Figure 1. Register map, names as in the netlist.
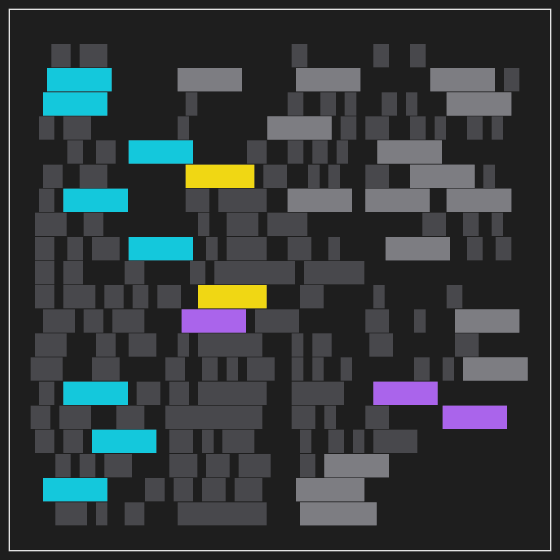
Figure 2. Routed clock nets over the placement.
Scale bar: 20 um.
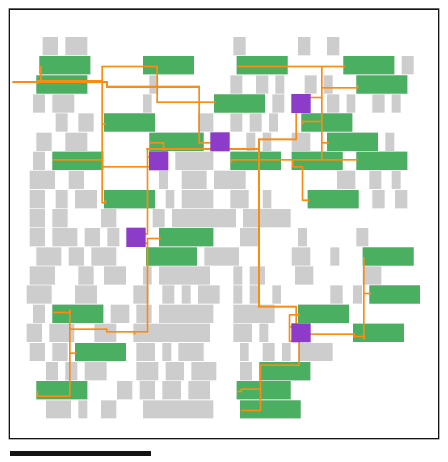
Figure 3. Cell classes on the final placement.
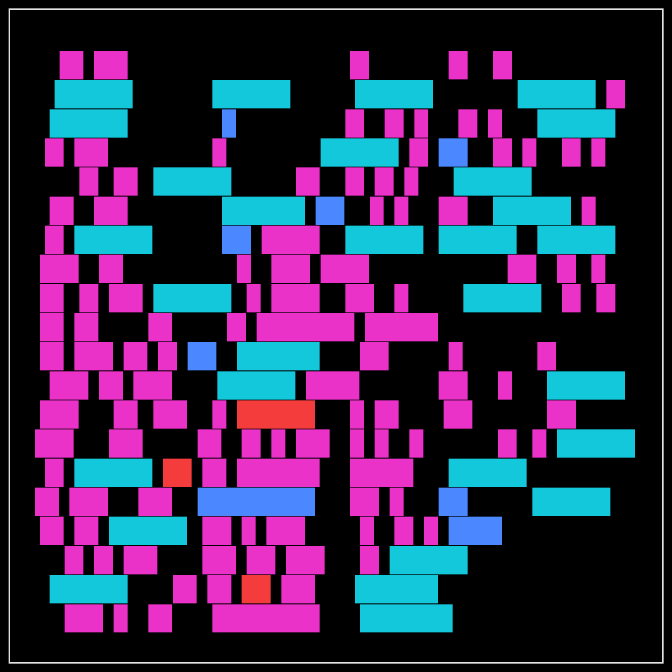
Figure 4. Selected gate families.
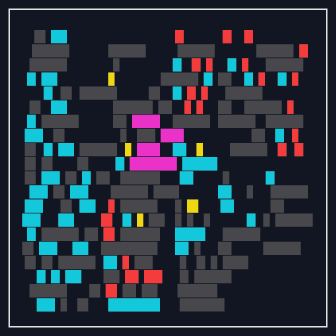
Figure 5. Clock nets.
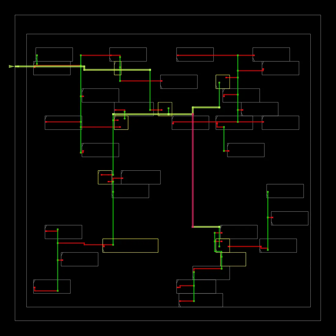
==> config.mk <==
export PLATFORM = sky130hd
export DESIGN_NAME = spi_arbiter_flat
export DESIGN_NICKNAME = d
export VERILOG_FILES = /design/src/rtl/spi_arbiter_if.sv /design/src/rtl/spi_arbiter.sv /design/src/flat_wrapper.sv
export SDC_FILE = /design/constraint.sdc
export NUM_CORES = 1
export LEC_CHECK = 0
export CAP_MARGIN = 20
export CELL_PAD_IN_SITES_DETAIL_PLACEMENT = 1
export CELL_PAD_IN_SITES_GLOBAL_PLACEMENT = 1
export CORE_MARGIN = 2
export CORE_UTILIZATION = 44
export DETAILED_ROUTE_END_ITERATION = 10
export DONT_BUFFER_PORTS = 1
export GPL_ROUTABILITY_DRIVEN = 0
export GPL_TIMING_DRIVEN = 1
export PLACE_DENSITY = 0.84
export SETUP_SLACK_MARGIN = 0.4
export SYNTH_ARGS = -nofsm -noshare
export SYNTH_HDL_FRONTEND = slang
export SYNTH_SLANG_ARGS = --single-unit
==> constraint.sdc <==
create_clock -name clk -period 2 [get_ports clk]
set_input_delay 0.4 -clock clk [delete_from_list [all_inputs] [get_ports clk]]
set_output_delay 0.4 -clock clk [all_outputs]
set_load 0.03 [all_outputs]
==> notes.md <==
Implementation run completed; key figures follow.

CTS:
- The run gives the total clock buffers created by CTS as 5.
- Counting along the longest clock path gives a buffer depth of 2.
- The tree is rooted in a clkbuf_4.
- Per the CTS log, the maximum H-tree level is 2.

Timing:
- Max-slew check failures listed in the final report amount to 0.
- The run gives the final setup TNS as 0 ns.
- Dividing the final minimum period by the clock period gives 0.784.
- The run gives the final count of hold timing violations as 0.
- The final report lists the setup-violating endpoint count as 0.
- The run puts the headroom to the max-slew limit at 0.655.

Flow run:
- The number of maximum-capacitance violations recorded for the run is 0.

GRT:
- The run gives the met1 routing resource usage after global routing as 0.264.
- The run gives the residual overflow from global routing as 0.
- The run gives the largest net degree at the start of global routing as 31.
- The run gives the met2 routing resource usage after global routing as 0.386.
- The initial antenna violation count came to 0.

Power and ir drop:
- The run puts the standby leakage power at 0.563 nW.

Yosys:
- Summing all multiplexer cells gives an area fraction of 0.00702.
- In this run, the synthesized area fraction spent on and/or/nand/nor cells is recorded as 0.246.
- The run gives the count of synthesis-stage warnings from yosys as 0.
- Per the Yosys statistics, synthesis produced 159 cells.
- The run gives the largest family of logic cells by area as AND-OR/OR-AND gates.
- The run puts the post-synthesis share of cell area spent on and-or and or-and gates at 0.248.

Routing:
- The run gives the detail-routed net length per standard cell as 18.6 um.
- The run puts the mean number of vias per cell at 6.08.
- The run gives the starting DRC count in detailed routing as 76.

Cells and area:
- The run gives the growth of design area from synthesis to finish as 11.7%.
- The run gives the number of nets in the finished design as 200.

Setup path:
- STA shows the worst reg2reg path with a cell count of 6.
- The run gives the data required time at the worst endpoint as 2.22 ns.
- The critical path's slowest stage uses the library cell or4b_4.
- In this run the critical path is formed by inv_4 -> ha_4 -> or4b_4 -> a21boi_4 -> mux2i_1 -> nor2_1.
- The timing report attributes the biggest portion of critical-path delay to simple AND/OR/NAND/NOR gates.
- The run gives the buffer-and-inverter tally for the worst setup path as 1.

Status:
- The flow ran to the end, and the final reports show no timing, DRC or antenna violations.

Placement:
- In this run the cell area measured after placement is 1430 um2.
## Picture notes: Figure 1
legend:
  u_core.bus.gnt:
    colour: purple
    sequential_cells: 3
  u_core.bus.m_mosi_data:
    colour: cyan
    sequential_cells: 8
  u_core.state_q:
    colour: yellow
    sequential_cells: 2
not coloured: 16
fraction of area in registers: 0.369
sequential cell power: 0.00112 W
sequential cell area in the final layout: 588 um2

## Picture notes: Figure 2
legend:
  cells driving clock nets:
    colour: purple
    count: 5
  clock wires:
    colour: orange
    length: 351 um
  flip-flops:
    colour: green
    count: 29
routed clock nets: 6
flops lie: all over the die
Latency at later pin: 0.32 ns
worst-case clock skew: 0.00666 ns
Clock Power Share: 0.210

## Picture notes: Figure 3
legend:
  other buffers and delay cells:
    colour: red
    cells: 3
  flip-flops:
    colour: cyan
    cells: 29
  clock drivers and dummy loads:
    colour: blue
    cells: 8
  all other logic:
    colour: magenta
    cells: 119
final design area excluding fillers: 1590 um2
post-layout utilization of the core: 0.517
Core Area: 3080 um2

## Picture notes: Figure 4
legend:
  inverters:
    colour: yellow
    cells: 5
    where: middle
  inverting AOI/OAI gates:
    colour: cyan
    cells: 44
    where: all over the die
  NAND gates:
    colour: red
    cells: 24
  adder and majority cells:
    colour: magenta
    cells: 4
    where: middle
combinational share of cell area: 0.507
most frequent standard cell in the layout excluding fill and tap cells: dfxtp_1

## Picture notes: Figure 5
total number of sequential cells: 29
clock sink total: 29

[stage by stage]
| stage | power (W) | setup WS (ns) | utilization | std cells |
|---|---|---|---|---|
| final | 0.00235 | 0.431 | 0.517 | 203 |
| after global routing | 0.00252 | 0.388 | 0.517 | 203 |
| after CTS | 0.00232 | 0.403 | 0.510 | 203 |
| after detailed placement | 0.00175 | 0.293 | 0.465 | 193 |
| after global placement | 0.00170 | 0.378 | 0.465 | 193 |
| after floorplan | 0.00160 | 0.474 | - | 159 |
[worst reg2reg max path, delay by kind of cell (launching register included)]
family / cells / cell delay (ns)
buffers and inverters: 1 / 0.08
adder cells (fa/ha/maj): 1 / 0.16
multiplexers: 1 / 0.15
flip-flops: 1 / 0.36
AND/OR/NAND/NOR: 2 / 0.55
AND-OR/OR-AND: 1 / 0.17
[routing by layer]
metal / wire (um) / part of all wire
met4: 37 / 0.0098
met5: 0 / 0
met1: 1500 / 0.40
met2: 1910 / 0.51
met3: 315 / 0.084
[power breakdown]
group | switching, W | internal (W)
sequential | 0.000387 | 0.000736
clock | 0.000195 | 0.000298
combinational | 0.000423 | 0.000312
[final cells by class]
class | count | area share
clock buffers | 7 | 0.0346
inverters | 5 | 0.0134
flip-flops and latches | 29 | 0.369
repair buffers | 3 | 0.0220
well taps | 44 | 0.0346
multi-input cells | 114 | 0.507
clock inverters | 1 | 0.0189
[synth_stat cells]
cell,n
or4b_4,1
nor4_2,1
nand3b_1,1
mux2i_1,1
nand3_1,8
nor3_1,2
a211oi_1,1
o21ai_0,1
o21ai_1,8
nor2b_1,9
nand2b_1,3
o21ai_2,1
nand3_2,1
a21boi_4,1
nor3b_1,3
conb_1,1
buf_4,2
ha_1,4
dfxtp_1,29
a32oi_1,8
inv_1,5
nand2_1,11
a22oi_1,2
nor2_1,13
or4b_1,1
a21boi_0,1
o31ai_1,1
o32ai_4,1
a21oi_1,10
or3b_2,1
and2_1,8
a222oi_1,8
clkbuf_1,7
buf_2,1
o21bai_1,1
buf_6,1
o31a_1,1
[placed cells by master (no fill, tap or decap), types with 3 or more instances in the layout]
cell	instances
o21ai_1	8
nand2_1	11
clkbuf_4	5
nor2_1	11
and2_1	8
a222oi_1	8
nor2b_1	8
dfxtp_2	3
nand3_1	8
nor3b_1	3
dfxtp_1	25
a21oi_1	10
inv_1	3
nand2b_1	3
a32oi_1	8
[kinds of logic (layout without fill, tap and decap cells)]
| kind of cell | count (synthesis) | after routing |
|---|---|---|
| muxes | 1 | 1 |
| DFF | 29 | 29 |
| and+or+nand+nor | 63 | 63 |
| other | 1 | 1 |
| adders and majority gates | 4 | 4 |
| buffers and inverters | 16 | 16 |
| AOI/OAI and AO/OA | 45 | 45 |
[repair_timing]
| item | CTS | global route |
|---|---|---|
| gates resized | 6 | 10 |
| pin swaps | 1 | 1 |
| buffers inserted | 2 | 0 |
| hold endpoints to repair | 0 | 0 |
| endpoints found under the setup margin | 25 | 19 |
Power figures rest on the tool's default switching activity, not on a simulated workload.
